## config.mk

```make
export PLATFORM = sky130hd
export DESIGN_NAME = intr_bus_arb
export DESIGN_NICKNAME = d
export VERILOG_FILES = /design/src/rtl/intr_bus_arb.sv
export SDC_FILE = /design/constraint.sdc
export NUM_CORES = 1
export LEC_CHECK = 0
export CORE_MARGIN = 2
export CORE_UTILIZATION = 45
export CTS_CLUSTER_DIAMETER = 120
export DETAILED_ROUTE_END_ITERATION = 12
export PLACE_DENSITY_LB_ADDON = 0.05
export SYNTH_ARGS = -nofsm -noshare
export SYNTH_HDL_FRONTEND = slang
export SYNTH_SLANG_ARGS = --single-unit
```

## constraint.sdc

```tcl
create_clock -name clk -period 2.9 [get_ports clk]
set_clock_uncertainty 0.2 [all_clocks]
set_input_delay 0.725 -clock clk [delete_from_list [all_inputs] [get_ports clk]]
set_output_delay 0.725 -clock clk [all_outputs]
set_load 0.01 [all_outputs]
```

## src/rtl/intr_bus_arb.sv

```systemverilog
// PDP-11 interrupt/bus-request arbiter: BR4..BR7 vs PSW priority, BG/vector handshake with timeout.
// Optional DMA path (npr/npg, NPG state) is compiled in when NPR_EN is defined.
module intr_bus_arb #(
    parameter int TIMEOUT = 64,
    parameter int TW      = 8
) (
    input  logic        clk,
    input  logic        reset_n,
    input  logic [15:0] psw_in,
    input  logic [3:0]  br,
    input  logic        cpu_ready,
    input  logic        vec_valid,
    input  logic [8:0]  vec_in,
`ifdef NPR_EN
    input  logic        npr,
    output logic        npg,
`endif
    output logic        int_req,
    output logic [3:0]  bg,
    output logic [8:0]  int_vector,
    output logic        int_taken,
    output logic        int_abort
);

    localparam logic [1:0] S_IDLE     = 2'd0;
    localparam logic [1:0] S_GRANT    = 2'd1;
    localparam logic [1:0] S_WAIT_REL = 2'd2;
`ifdef NPR_EN
    localparam logic [1:0] S_NPG      = 2'd3;
`endif

    localparam logic [TW-1:0] CNT_LAST = TW'(TIMEOUT - 1);

    // One-hot grant for the highest requesting level strictly above the PSW priority.
    function automatic logic [3:0] pick_level(input logic [3:0] req, input logic [2:0] pri);
        logic [3:0] g;
        g = 4'b0000;
        if (req[3] && (pri < 3'd7))
            g = 4'b1000;
        else if (req[2] && (pri < 3'd6))
            g = 4'b0100;
        else if (req[1] && (pri < 3'd5))
            g = 4'b0010;
        else if (req[0] && (pri < 3'd4))
            g = 4'b0001;
        return g;
    endfunction

    logic [1:0]    state_q, state_d;
    logic [3:0]    bg_q, bg_d;
    logic [TW-1:0] cnt_q, cnt_d;
    logic [8:0]    vec_q, vec_d;
    logic          taken_q, taken_d;
    logic          abort_q, abort_d;
    logic          req_q, req_d;
`ifdef NPR_EN
    logic          npg_q, npg_d;
`endif

    logic [3:0] elig;
    logic       unused_bits;

    assign elig        = pick_level(br, psw_in[7:5]);
    assign unused_bits = ^{psw_in[15:8], psw_in[4:0], vec_in[1:0]};

    always_comb begin
        state_d = state_q;
        bg_d    = bg_q;
        cnt_d   = cnt_q;
        vec_d   = vec_q;
        taken_d = 1'b0;
        abort_d = 1'b0;
        req_d   = |elig;
`ifdef NPR_EN
        npg_d   = npg_q;
`endif
        case (state_q)
            S_IDLE: begin
`ifdef NPR_EN
                if (npr) begin
                    npg_d   = 1'b1;
                    state_d = S_NPG;
                end else
`endif
                if (cpu_ready && (|elig)) begin
                    bg_d    = elig;
                    cnt_d   = '0;
                    state_d = S_GRANT;
                end
            end
            S_GRANT: begin
                // Capture beats passive release and timeout in the same cycle.
                if (vec_valid) begin
                    vec_d   = {vec_in[8:2], 2'b00};
                    taken_d = 1'b1;
                    bg_d    = 4'b0000;
                    state_d = S_WAIT_REL;
                end else if ((br & bg_q) == 4'b0000) begin
                    bg_d    = 4'b0000;
                    state_d = S_IDLE;
                end else if (cnt_q == CNT_LAST) begin
                    abort_d = 1'b1;
                    bg_d    = 4'b0000;
                    state_d = S_IDLE;
                end else begin
                    cnt_d = cnt_q + TW'(1);
                end
            end
            S_WAIT_REL: begin
                if (!vec_valid)
                    state_d = S_IDLE;
            end
`ifdef NPR_EN
            S_NPG: begin
                if (!npr) begin
                    npg_d   = 1'b0;
                    state_d = S_IDLE;
                end
            end
`endif
            default: begin
                bg_d    = 4'b0000;
                state_d = S_IDLE;
            end
        endcase
    end

    always_ff @(posedge clk or negedge reset_n) begin
        if (!reset_n) begin
            state_q <= S_IDLE;
            bg_q    <= 4'b0000;
            cnt_q   <= '0;
            vec_q   <= 9'd0;
            taken_q <= 1'b0;
            abort_q <= 1'b0;
            req_q   <= 1'b0;
`ifdef NPR_EN
            npg_q   <= 1'b0;
`endif
        end else begin
            state_q <= state_d;
            bg_q    <= bg_d;
            cnt_q   <= cnt_d;
            vec_q   <= vec_d;
            taken_q <= taken_d;
            abort_q <= abort_d;
            req_q   <= req_d;
`ifdef NPR_EN
            npg_q   <= npg_d;
`endif
        end
    end

    assign int_req    = req_q;
    assign bg         = bg_q;
    assign int_vector = vec_q;
    assign int_taken  = taken_q;
    assign int_abort  = abort_q;
`ifdef NPR_EN
    assign npg        = npg_q;
`endif

endmodule
```

**Run 1: metal 1**

Bar = 20 um.
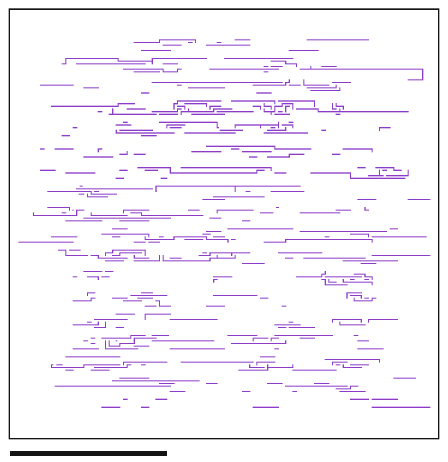
main direction	horizontal
longest straight run	18.4 um
share of all routed wire	45%
nets with wire on the layer	154

**Run 1: M2 wires**

Bar = 20 um.
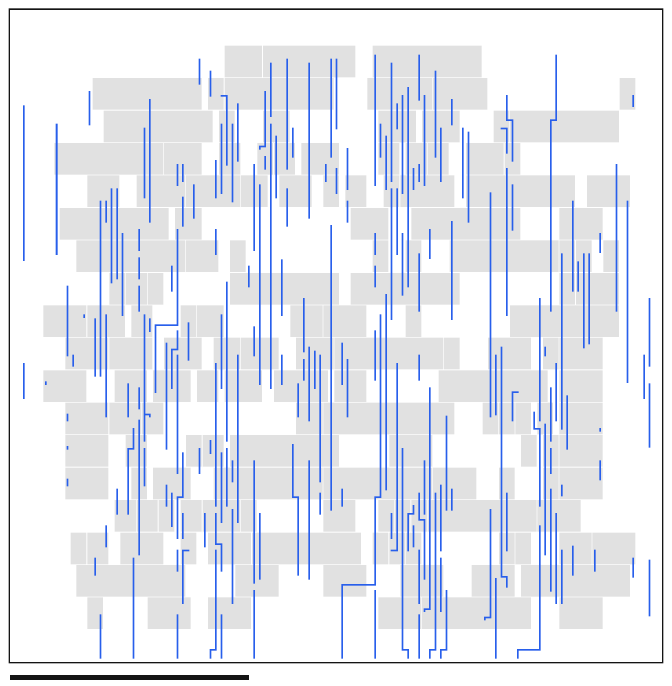
nets with wire on the layer	142
longest straight run	23.8 um
share of all routed wire	51%

**Run 1: signal wires on met3**

Bar = 20 um.
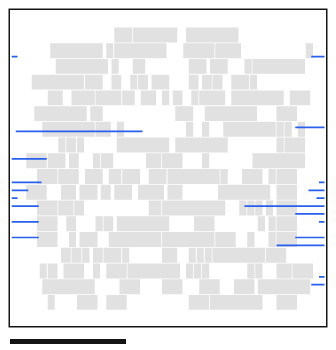
longest straight run	21.6 um
main direction	horizontal

==> impl_results.html, run 1 <==
<p>Metrics extracted from the flow reports.</p>
<table>
<tr><th>Metric</th><th>Value</th></tr>
<tr><th colspan="2">Clock network</th></tr>
<tr><td>Number of H-tree branching levels</td><td>1</td></tr>
<tr><td># Post-CTS Setup Buffers</td><td>0</td></tr>
<tr><td>Sink count of the clock tree</td><td>24</td></tr>
<tr><td>CTS Buf Count</td><td>3</td></tr>
<tr><td>Clock buffer depth</td><td>2</td></tr>
<tr><td>Clock-pin slew of the registers on the worst-case setup and hold paths</td><td>0.13 ns</td></tr>
<tr><td>TritonCTS clock tree</td><td>done</td></tr>
<tr><th colspan="2">Place</th></tr>
<tr><td>Placed inst area</td><td>0.00151 mm^2</td></tr>
<tr><td>DP Worst Slack</td><td>0.358 ns</td></tr>
<tr><td>Number of placed instances with taps included</td><td>179</td></tr>
<tr><td>Half-perimeter wire length after detailed placement</td><td>1.81 mm</td></tr>
<tr><td>Number of I/O port buffers</td><td>31</td></tr>
<tr><th colspan="2">Flow run</th></tr>
<tr><td>Number of maximum-capacitance violations</td><td>0</td></tr>
<tr><th colspan="2">Worst setup path</th></tr>
<tr><td>Sequence of cells on the critical path</td><td>clkdlybuf4s50_1, a22o_1, o21ai_2, o22a_1, o21ai_1</td></tr>
<tr><td>Crit Path Max Fanout</td><td>9</td></tr>
<tr><td>Register-to-Register Path Depth</td><td>5</td></tr>
<tr><td>Family with the most delay on the worst path</td><td>AND-OR/OR-AND gates</td></tr>
<tr><td>Required time of the critical path</td><td>2.91 ns</td></tr>
<tr><td>CP peak stage delay</td><td>0.47 ns</td></tr>
<tr><td>Data arrival time at the worst-slack endpoint</td><td>2.22 ns</td></tr>
<tr><th colspan="2">Finish</th></tr>
<tr><td>Area of the multi-input gates</td><td>512 um^2</td></tr>
<tr><td>Antenna cell count</td><td>0</td></tr>
<tr><td>Layout filler cell count</td><td>225</td></tr>
<tr><td>Final std cell area, no fill</td><td>0.00156 mm^2</td></tr>
<tr><td>Flip-flop and latch area</td><td>601 um^2</td></tr>
<tr><th colspan="2">Global routing</th></tr>
<tr><td>Via count of the first global-routing pass</td><td>911</td></tr>
<tr><td>GRT busiest layer</td><td>met2</td></tr>
<tr><td>Met1 routing resource usage after global routing</td><td>0.221</td></tr>
<tr><td>Global-route wire length before repair</td><td>3.83 mm</td></tr>
<tr><td>Global Route met3 Usage</td><td>0.0273</td></tr>
<tr><th colspan="2">STA</th></tr>
<tr><td>Final sum of negative setup slack</td><td>0 ns</td></tr>
<tr><td>Number of failing setup endpoints in the final timing report</td><td>0</td></tr>
<tr><td>RSZ-0062 raised after global routing</td><td>false</td></tr>
<tr><td>Final period util</td><td>0.762</td></tr>
<tr><td>Worst slew margin</td><td>0.634</td></tr>
<tr><td>Max Fclk</td><td>0.452 GHz</td></tr>
<tr><td>Count of final hold-check violations</td><td>0</td></tr>
<tr><td>Pins Over Slew Limit</td><td>0</td></tr>
<tr><td>Smallest hold slack</td><td>0.301 ns</td></tr>
<tr><th colspan="2">Power</th></tr>
<tr><td>Power spent charging and discharging nets</td><td>0.287 mW</td></tr>
<tr><td>Proportion of power drawn by flip-flops and latches</td><td>0.446</td></tr>
<tr><td>Design internal power</td><td>0.713 mW</td></tr>
<tr><td>Combinational Power Share</td><td>0.315</td></tr>
<tr><td>Clock network fraction of total power</td><td>0.240</td></tr>
<tr><td>Standby leakage power</td><td>0.685 nW</td></tr>
<tr><td>Sw Ratio</td><td>0.287</td></tr>
<tr><th colspan="2">Floorplanning</th></tr>
<tr><td>Number of core rows</td><td>18</td></tr>
<tr><td>Core area</td><td>0.00245 mm^2</td></tr>
<tr><td>Boundary pin count</td><td>49</td></tr>
<tr><td>Width of the chip</td><td>54.6 um</td></tr>
<tr><td>Chip footprint</td><td>0.00298 mm^2</td></tr>
<tr><th colspan="2">Routing</th></tr>
<tr><td>Total met2 wirelength after detailed routing</td><td>1.20 mm</td></tr>
<tr><td>Wire length on met1</td><td>1.07 mm</td></tr>
<tr><td>First-pass iteration count of the detailed router</td><td>4</td></tr>
<tr><td>Aggregate routed wire length</td><td>2.36 mm</td></tr>
<tr><td>Uppermost layer routed</td><td>met3</td></tr>
<tr><td>Post-detailed-route count of antenna-violating nets</td><td>0</td></tr>
<tr><td>Remaining DRCs</td><td>0</td></tr>
<tr><th colspan="2">Yosys</th></tr>
<tr><td>Top area contributor share</td><td>0.521</td></tr>
<tr><td>Yosys cell types</td><td>36</td></tr>
<tr><td># Cells Yosys</td><td>117</td></tr>
<tr><td>Top cells, area</td><td>dfrtp_1, nand2_1, xnor2_1, nor2_1, nand3_1</td></tr>
<tr><td>Seq/Total Area, Yosys</td><td>0.521</td></tr>
<tr><td>Post-synthesis sequential element count</td><td>24</td></tr>
<tr><td>Ys Warns</td><td>0</td></tr>
<tr><td>Avg Inst Size Synth</td><td>9.86 um^2</td></tr>
<tr><th colspan="2">Worst hold path</th></tr>
<tr><td>Depth of the worst hold-timing path</td><td>2</td></tr>
<tr><th colspan="2">Status</th></tr>
<tr><td>Result of the run</td><td>finished clean</td></tr>
</table>
[run 1: power by group through the flow]
stage	clock, mW	combinational (mW)	sequential, mW
after floorplan	0	0.111	0.476
after global placement	0	0.308	0.451
after detailed placement	0	0.319	0.452
after CTS	0.249	0.320	0.445
after global routing	0.265	0.346	0.454
final	0.240	0.315	0.446
[run 1: logic make-up after synthesis]
| group | synth area share |
|---|---|
| AND/OR/NAND/NOR | 0.271 |
| XOR/XNOR | 0.0531 |
| adder cells (fa/ha/maj) | 0.0108 |
| other | 0.00325 |
| multiplexers | 0.00976 |
| AND-OR/OR-AND | 0.0922 |
| buffers and inverters | 0.0390 |
| flip-flops | 0.521 |
[run 1: registers in the layout, summed over array words and instances (netlist names)]
name	flops
cnt_q	8
state_q	2
int_vector	7
int_req	1
bg	4
int_taken	1
int_abort	1
[run 1: final timing paths]
| path | from | end |
|---|---|---|
| worst max-delay path | br[1] | bg[0] |
| worst min-delay path | int_vector[5] | int_vector[5] |
| worst max register to register | cnt_q[0] | bg[0] |
| worst min register to register | int_vector[5] | int_vector[5] |
| max in group asynchronous | reset_n | int_vector[6] |
| min in group asynchronous | reset_n | state_q[0] |
[run 1: synthesized netlist by cell type, drive strengths merged]
cell and count:
nor4b 1, o21bai 1, and3b 1, nor3b 2, a21oi 2, a21boi 1, clkinv 1, xor2 1
nand3b 1, o21ai 6, nor2 13, o22a 1, or2 1, xnor2 6, and2 1, nor3 3
conb 1, nand3 7, nor4 3, nand2b 1, dfrtp 24, a2bb2oi 1, buf 2, inv 7
a22o 3, nand2 23, nand4 1, ha 1, mux2 1
[run 1: final cells by class]
class	instances	area share
Sequential cell	24	0.386
Multi-Input combinational cell	84	0.329
Timing Repair Buffer	33	0.209
Tap cell	30	0.0241
Clock inverter	1	0.0193
Inverter	8	0.0193
Clock buffer	3	0.0145
**Run 1: placement density heat map**

The die is cut into 11 by 11 equal tiles; white is low, dark blue is high, 0 to 100% covered.
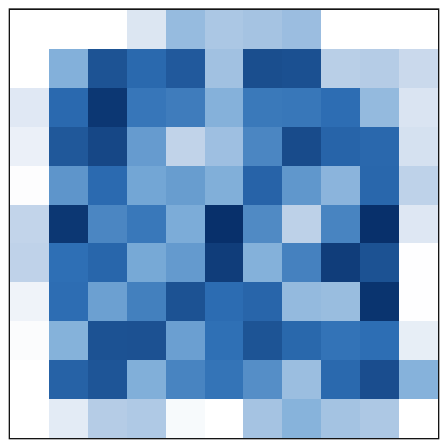

==> run 2: changes to the inputs <==
- CORE_UTILIZATION: 45 -> 41
- clock period: 2.9 -> 2.1 ns (I/O delays scaled with it)
**Run 2: placement density heat map**

The die is cut into 11 by 11 equal tiles; white is low, dark blue is high, 0 to 100% covered.
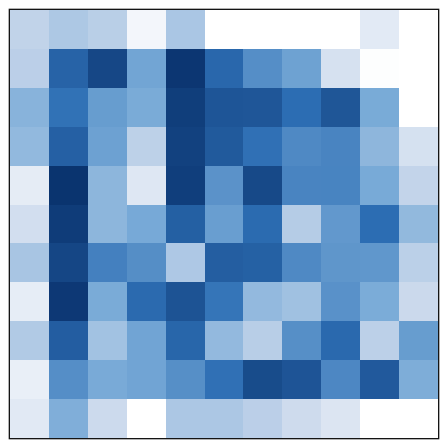
fullest tile	99%
nearly empty tiles	9.1%
tiles over 75% full	26%
mean over tiles	50%
emptiest ninth of the die	top right

**Run 2: track usage over the die**

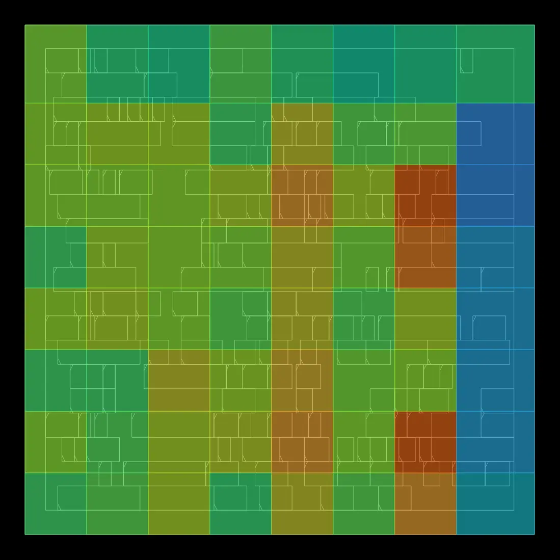
GRT Total Usage: 0.155
Global Route met3 Usage: 0.0272
final core occ: 0.613
M2 GR Usage: 0.261

==> run 2 against run 1 <==
Compared with the run above: register-to-register slack lost 0.64 ns; highest routed layer is now met4; worst setup slack got worse by 0.57 ns; flip-flop count unchanged; core utilization decreased by 2.1 points; sequential power grew 38%.
==> impl_results.html, run 2 <==
<p>Metrics extracted from the flow reports.</p>
<table>
<tr><th>Metric</th><th>Value</th></tr>
<tr><th colspan="2">Yosys</th></tr>
<tr><td>Avg Inst Size Synth</td><td>9.86 um^2</td></tr>
<tr><td>Post-synth tally of flip-flops with integrated enable</td><td>0</td></tr>
<tr><td>Top-count cell post-synth</td><td>dfrtp_1</td></tr>
<tr><td>Post-synthesis sequential element count</td><td>24</td></tr>
<tr><td>Yosys cell types</td><td>36</td></tr>
<tr><td># Cells Yosys</td><td>117</td></tr>
<tr><td>Most numerous cell types in the synthesized netlist</td><td>dfrtp_1, nand2_1, nor2_1</td></tr>
<tr><td>Ys Warns</td><td>0</td></tr>
<tr><td>Seq/Total Area, Yosys</td><td>0.521</td></tr>
<tr><td>Share of flip-flops with an asynchronous set or reset after synthesis</td><td>1.00</td></tr>
<tr><td>Dominant register cell in the synthesized netlist</td><td>dfrtp_1</td></tr>
<tr><td>Top area contributor share</td><td>0.521</td></tr>
<tr><td>Top cells, area</td><td>dfrtp_1, nand2_1, xnor2_1, nor2_1, nand3_1</td></tr>
<tr><td>Netlist Area Pre-Place</td><td>0.00115 mm^2</td></tr>
<tr><td>Number of instances in the synthesized netlist</td><td>117</td></tr>
<tr><td>Chip area from the yosys synthesis statistics</td><td>0.00115 mm^2</td></tr>
<tr><th colspan="2">Floorplanning</th></tr>
<tr><td>Boundary pin count</td><td>49</td></tr>
<tr><td>Core area</td><td>0.00271 mm^2</td></tr>
<tr><td>Width of the chip</td><td>57.0 um</td></tr>
<tr><td>Pre-Place Util</td><td>0.426</td></tr>
<tr><td>Number of core rows</td><td>19</td></tr>
<tr><td>Chip footprint</td><td>0.00325 mm^2</td></tr>
<tr><th colspan="2">Worst setup path</th></tr>
<tr><td>Register-to-Register Path Depth</td><td>7</td></tr>
<tr><td>Crit Path Max Fanout</td><td>3</td></tr>
<tr><td>Family with the most delay on the worst path</td><td>buffers and inverters</td></tr>
<tr><td>Sequence of cells on the critical path</td><td>clkdlybuf4s50_1</td></tr>
<tr><td>Worst Setup Path Type</td><td>reg -&gt; out</td></tr>
<tr><td>Count of buffer and inverter cells on the critical path</td><td>1</td></tr>
<tr><td>Critical path capture point type</td><td>primary output</td></tr>
<tr><td>Kind of start point of the critical path</td><td>flip-flop</td></tr>
<tr><td>Crit-path slowest cell</td><td>clkdlybuf4s50_1</td></tr>
<tr><td>Data arrival time at the worst-slack endpoint</td><td>1.25 ns</td></tr>
<tr><td>CP peak stage delay</td><td>0.54 ns</td></tr>
<tr><td>Required time of the critical path</td><td>1.37 ns</td></tr>
<tr><th colspan="2">Power</th></tr>
<tr><td>Proportion of power drawn by flip-flops and latches</td><td>0.434</td></tr>
<tr><td>Pwr Density</td><td>855 mW/mm^2</td></tr>
<tr><td>Design internal power</td><td>1.02 mW</td></tr>
<tr><td>Power spent charging and discharging nets</td><td>0.405 mW</td></tr>
<tr><td>Combinational Power Share</td><td>0.327</td></tr>
<tr><td>Clock network fraction of total power</td><td>0.239</td></tr>
<tr><td>Worst supply voltage drop on vdd</td><td>0.535 mV</td></tr>
<tr><td>Power group with the highest consumption</td><td>sequential cells</td></tr>
<tr><td>Power drawn by the clock network</td><td>0.339 mW</td></tr>
<tr><td>Sequential power</td><td>0.617 mW</td></tr>
<tr><td>Standby leakage power</td><td>0.747 nW</td></tr>
<tr><td>Sw Ratio</td><td>0.285</td></tr>
<tr><td>Combinational power</td><td>0.465 mW</td></tr>
<tr><td>Overall power consumption</td><td>1.42 mW</td></tr>
<tr><th colspan="2">Finish</th></tr>
<tr><td>Dominant logic cell types in the final layout</td><td>clkdlybuf4s50_1, dfrtp_1, nand2_1, buf_4, nor2_1</td></tr>
<tr><td>Antenna cell count</td><td>0</td></tr>
<tr><td>Fraction of final layout cells sized beyond drive strength 1</td><td>0.170</td></tr>
<tr><td>Layout filler cell count</td><td>245</td></tr>
<tr><td>Largest Register</td><td>cnt_q</td></tr>
<tr><td>Final std cell area, no fill</td><td>0.00166 mm^2</td></tr>
<tr><td>Flip-flop count of the largest register, all copies and words added</td><td>8</td></tr>
<tr><th colspan="2">Routing</th></tr>
<tr><td>First-pass iteration count of the detailed router</td><td>4</td></tr>
<tr><td>DRC violation total after the first TritonRoute iteration</td><td>17</td></tr>
<tr><td>Remaining DRCs</td><td>0</td></tr>
<tr><td>Post-detailed-route count of antenna-violating nets</td><td>0</td></tr>
<tr><td>Aggregate routed wire length</td><td>2.29 mm</td></tr>
<tr><th colspan="2">Place</th></tr>
<tr><td>Number of placed instances with taps included</td><td>192</td></tr>
<tr><td>Number of I/O port buffers</td><td>31</td></tr>
<tr><td>DP Worst Slack</td><td>-0.155 ns</td></tr>
<tr><td>Half-perimeter wire length after detailed placement</td><td>1.75 mm</td></tr>
<tr><td>Placed inst area</td><td>0.00161 mm^2</td></tr>
<tr><th colspan="2">Clock network</th></tr>
<tr><td>TritonCTS clock tree</td><td>done</td></tr>
<tr><td>Sink count of the clock tree</td><td>24</td></tr>
<tr><td># Post-CTS Setup Buffers</td><td>0</td></tr>
<tr><td>Insertion delay at the late pin of the worst-skew pair</td><td>0.31 ns</td></tr>
<tr><td>Clock buffer depth</td><td>2</td></tr>
<tr><td>Number of resized instances in the post-cts repair step</td><td>0</td></tr>
<tr><td>Number of H-tree branching levels</td><td>1</td></tr>
<tr><td>Clock-pin slew of the registers on the worst-case setup and hold paths</td><td>0.14 ns</td></tr>
<tr><td>CTS Buf Count</td><td>3</td></tr>
<tr><th colspan="2">STA</th></tr>
<tr><td>Final period util</td><td>0.941</td></tr>
<tr><td>Min setup slack post-route</td><td>0.124 ns</td></tr>
<tr><td>RSZ-0062 raised after global routing</td><td>false</td></tr>
<tr><td>Pins Over Slew Limit</td><td>0</td></tr>
<tr><td>Max Fclk</td><td>0.506 GHz</td></tr>
<tr><td>Count of final hold-check violations</td><td>0</td></tr>
<tr><td>Number of failing setup endpoints in the final timing report</td><td>0</td></tr>
<tr><th colspan="2">Global routing</th></tr>
<tr><td>Total global routing overflow</td><td>0</td></tr>
<tr><td>Antenna violations before repair</td><td>0</td></tr>
<tr><td>Via count of the first global-routing pass</td><td>952</td></tr>
<tr><td>Maximum number of pins on one net before global-route repair</td><td>25</td></tr>
<tr><td>Global-route wire length before repair</td><td>3.95 mm</td></tr>
<tr><th colspan="2">Worst hold path</th></tr>
<tr><td>Worst hold path class</td><td>reg -&gt; reg</td></tr>
<tr><td>Depth of the worst hold-timing path</td><td>2</td></tr>
<tr><th colspan="2">Flow run</th></tr>
<tr><td>Number of maximum-capacitance violations</td><td>0</td></tr>
<tr><th colspan="2">Status</th></tr>
<tr><td>Result of the run</td><td>finished clean</td></tr>
</table>
-- run 2: cell counts after synthesis --
Identical to the previous run, type by type.
-- run 2: worst paths after layout --
path                               start       endpoint
max                                bg[1]          bg[1]
min                        int_vector[2]  int_vector[2]
max reg2reg                     cnt_q[0]       cnt_q[3]
min reg2reg                int_vector[2]  int_vector[2]
max in group asynchronous        reset_n     state_q[0]
min in group asynchronous        reset_n       cnt_q[3]
-- run 2: kinds of logic after synthesis --
| kind of cell | count (synthesis) | synth area share |
|---|---|---|
| other cells | 1 | 0.00325 |
| xor+xnor | 7 | 0.0531 |
| mux | 1 | 0.00976 |
| simple gates | 58 | 0.271 |
| buf+inv | 10 | 0.0390 |
| fa+ha+maj | 1 | 0.0108 |
| compound gates | 15 | 0.0922 |
| flops | 24 | 0.521 |
-- run 2: layer usage --
| metal | vias up | global-route usage | part of all wire |
|---|---|---|---|
| li1 | 481 | - | - |
| met1 | 435 | 0.198 | 0.46 |
| met2 | 25 | 0.261 | 0.48 |
| met3 | 2 | 0.0272 | 0.045 |
| met4 | 0 | 0.0598 | 0.010 |
| met5 | - | 0 | 0 |
-- run 2: cell type report --
type / count / area [um^2] / share of cell area
Timing Repair Buffer: 45 / 428 / 0.258
Clock inverter: 1 / 30.0 / 0.0181
Sequential cell: 24 / 601 / 0.361
Inverter: 8 / 30.0 / 0.0181
Clock buffer: 3 / 22.5 / 0.0136
Multi-Input combinational cell: 84 / 512 / 0.308
Tap cell: 31 / 38.8 / 0.0233
-- run 2: metrics by stage --
step                hold slack, ns  setup TNS (ns)
floorplan                   0.0294               0
global placement             0.259           -1.07
detailed placement           0.262           -1.37
CTS                          0.295               0
global route                 0.333               0
finish                       0.293               0
**Run 2: metal 1**

Bar = 20 um.
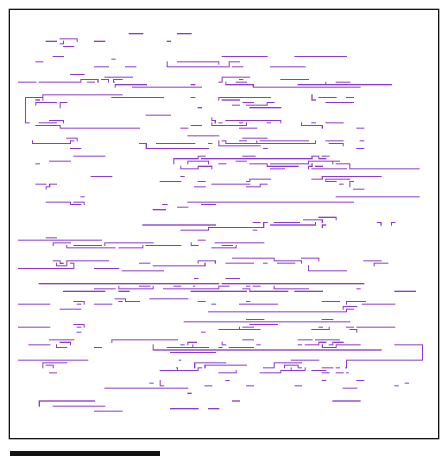

==> run 3: changes to the inputs <==
- PLACE_DENSITY: not set -> 0.78
- PLACE_DENSITY_LB_ADDON: 0.05 -> not set
**Run 3: metal 1**

Bar = 20 um.
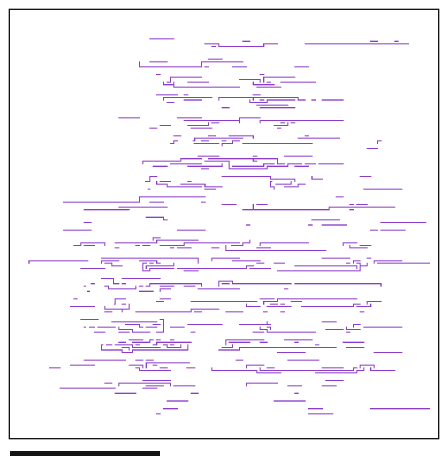
wire length on this layer	1010 um
main direction	horizontal
share of all routed wire	42%

==> run 3 against run 2 <==
Compared with the run above: non-clock buffer count decreased by 3; global-route usage increased by 1.1 points; worst setup slack got worse by 0.0027 ns; flip-flop count unchanged; clock power decreased by 29%; critical path depth unchanged; sequential share of layout area increased by 0.86 points; maximum frequency decreased by 0.13%; final cell count decreased by 1.5%; register-to-register slack got worse by 0.06 ns; core utilization decreased by 1.4 points; critical endpoint is now bg[3]; largest cell class unchanged; highest routed layer unchanged.
==> impl_results.html, run 3 <==
<p>Metrics extracted from the flow reports.</p>
<table>
<tr><th>Metric</th><th>Value</th></tr>
<tr><th colspan="2">Routing</th></tr>
<tr><td>Uppermost layer routed</td><td>met4</td></tr>
<tr><td>Wire length on met1</td><td>1.01 mm</td></tr>
<tr><td>Aggregate routed wire length</td><td>2.39 mm</td></tr>
<tr><td>DRC violation total after the first TritonRoute iteration</td><td>23</td></tr>
<tr><td>Remaining DRCs</td><td>0</td></tr>
<tr><td>Met3 wirelength from detailed routing</td><td>136 um</td></tr>
<tr><td>First-pass iteration count of the detailed router</td><td>4</td></tr>
<tr><th colspan="2">Yosys</th></tr>
<tr><td>Dominant register cell in the synthesized netlist</td><td>dfrtp_1</td></tr>
<tr><td>Post-synth tally of flip-flops with integrated enable</td><td>0</td></tr>
<tr><td>Ys Warns</td><td>0</td></tr>
<tr><td>Top area contributor share</td><td>0.521</td></tr>
<tr><td>Seq/Total Area, Yosys</td><td>0.521</td></tr>
<tr><td># Cells Yosys</td><td>117</td></tr>
<tr><td>Netlist Area Pre-Place</td><td>0.00115 mm^2</td></tr>
<tr><td>Share of flip-flops with an asynchronous set or reset after synthesis</td><td>1.00</td></tr>
<tr><td>Post-synthesis sequential element count</td><td>24</td></tr>
<tr><td>Chip area from the yosys synthesis statistics</td><td>0.00115 mm^2</td></tr>
<tr><th colspan="2">Worst setup path</th></tr>
<tr><td>Startpoint of the lowest-slack register-to-register path</td><td>cnt_q[1]</td></tr>
<tr><td>Required time of the critical path</td><td>1.37 ns</td></tr>
<tr><th colspan="2">Worst hold path</th></tr>
<tr><td>Endpoint of the worst hold-timing path</td><td>int_vector[4]</td></tr>
<tr><td>Worst hold path class</td><td>reg -&gt; reg</td></tr>
<tr><th colspan="2">Place</th></tr>
<tr><td>Half-perimeter wire length after detailed placement</td><td>1.86 mm</td></tr>
<tr><td>Placed inst area</td><td>0.00159 mm^2</td></tr>
<tr><th colspan="2">Finish</th></tr>
<tr><td>Flip-flop count of the largest register, all copies and words added</td><td>8</td></tr>
<tr><td>Fraction of final layout cells sized beyond drive strength 1</td><td>0.154</td></tr>
<tr><td>Antenna cell count</td><td>0</td></tr>
<tr><td>Largest Register</td><td>cnt_q</td></tr>
<tr><th colspan="2">Power</th></tr>
<tr><td>Sw Ratio</td><td>0.298</td></tr>
<tr><td>Proportion of power drawn by flip-flops and latches</td><td>0.470</td></tr>
<tr><td>Power spent charging and discharging nets</td><td>0.391 mW</td></tr>
<tr><td>Overall power consumption</td><td>1.31 mW</td></tr>
<tr><td>Standby leakage power</td><td>0.727 nW</td></tr>
<tr><td>Design internal power</td><td>0.920 mW</td></tr>
<tr><th colspan="2">Clock network</th></tr>
<tr><td>Insertion delay at the late pin of the worst-skew pair</td><td>0.30 ns</td></tr>
<tr><td>Sink count of the clock tree</td><td>24</td></tr>
<tr><td>Clock buffer depth</td><td>2</td></tr>
<tr><td># Post-CTS Setup Buffers</td><td>0</td></tr>
<tr><td>CTS Buf Count</td><td>3</td></tr>
<tr><td>Number of H-tree branching levels</td><td>1</td></tr>
<tr><th colspan="2">STA</th></tr>
<tr><td>Final period util</td><td>0.942</td></tr>
<tr><td>Number of failing setup endpoints in the final timing report</td><td>0</td></tr>
<tr><td>RSZ-0062 raised after global routing</td><td>false</td></tr>
<tr><td>Max Fclk</td><td>0.505 GHz</td></tr>
<tr><td>Count of final hold-check violations</td><td>0</td></tr>
<tr><th colspan="2">Floorplanning</th></tr>
<tr><td>Pre-Place Util</td><td>0.426</td></tr>
<tr><td>Chip footprint</td><td>0.00325 mm^2</td></tr>
<tr><th colspan="2">Global routing</th></tr>
<tr><td>Via count of the first global-routing pass</td><td>1006</td></tr>
<tr><td>Global Route met3 Usage</td><td>0.0408</td></tr>
<tr><td>GRT busiest layer</td><td>met2</td></tr>
<tr><td>Maximum number of pins on one net before global-route repair</td><td>25</td></tr>
<tr><td>Met1 routing resource usage after global routing</td><td>0.199</td></tr>
<tr><td>M2 GR Usage</td><td>0.291</td></tr>
<tr><th colspan="2">Status</th></tr>
<tr><td>Result of the run</td><td>finished clean</td></tr>
</table>
**Run 3: M2 wires**

Bar = 20 um.
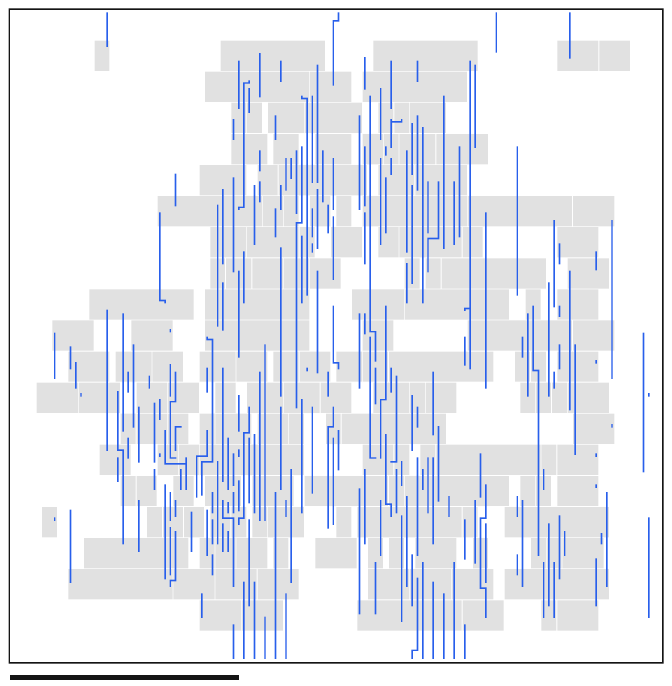
wire length on this layer	1210 um
longest straight run	26.9 um
share of all routed wire	51%

## run 3: cell counts after synthesis
Identical to the previous run, type by type.
## run 3: through the flow
step / worst slack, ns / hold slack, ns / std cells / setup TNS, ns
floorplan: 0.335 / 0.0294 / 118 / 0
global placement: -0.118 / 0.256 / 189 / -0.929
detailed placement: -0.133 / 0.262 / 189 / -1.09
CTS: 0.101 / 0.294 / 193 / 0
global route: 0.0246 / 0.331 / 193 / 0
finish: 0.121 / 0.288 / 193 / 0
## run 3: kinds of logic after synthesis
| family | synth area share |
|---|---|
| AOI/OAI and AO/OA | 0.0922 |
| xor gates and xnor gates | 0.0531 |
| adders and majority gates | 0.0108 |
| buffers and inverters | 0.0390 |
| DFF | 0.521 |
| muxes | 0.00976 |
| other | 0.00325 |
| and+or+nand+nor | 0.271 |
## run 3: layout make-up
| type | count | share of cell area |
|---|---|---|
| tap | 31 | 0.0239 |
| timing repair buffer | 42 | 0.250 |
| sequential | 24 | 0.370 |
| clock buffer | 4 | 0.0224 |
| multi-input combinational | 84 | 0.315 |
| inverter | 8 | 0.0185 |
## run 3: worst max path at each step
| stage | start | cells after the start | to | slack [ns] |
|---|---|---|---|---|
| finish | bg[3] | 1 | bg[3] | 0.12 |
| global route | psw_in[7] | 6 | bg[1] | 0.02 |
| CTS | bg[3] | 1 | bg[3] | 0.10 |
| detailed placement | vec_valid | 7 | cnt_q[3] | -0.13 |
| global placement | br[0] | 7 | cnt_q[3] | -0.12 |
| floorplan | cnt_q[0] | 5 | cnt_q[0] | 0.33 |
## run 3: power groups by stage
stage	sequential, mW	combinational, mW	clock (mW)
3_3_place_gp	0.620	0.449	0
4_1_cts	0.618	0.463	0.246
5_1_grt	0.634	0.494	0.267
6_report	0.616	0.456	0.239
3_5_place_dp	0.628	0.461	0
2_1_floorplan	0.658	0.153	0
Power is estimated from default activity; no workload was simulated.
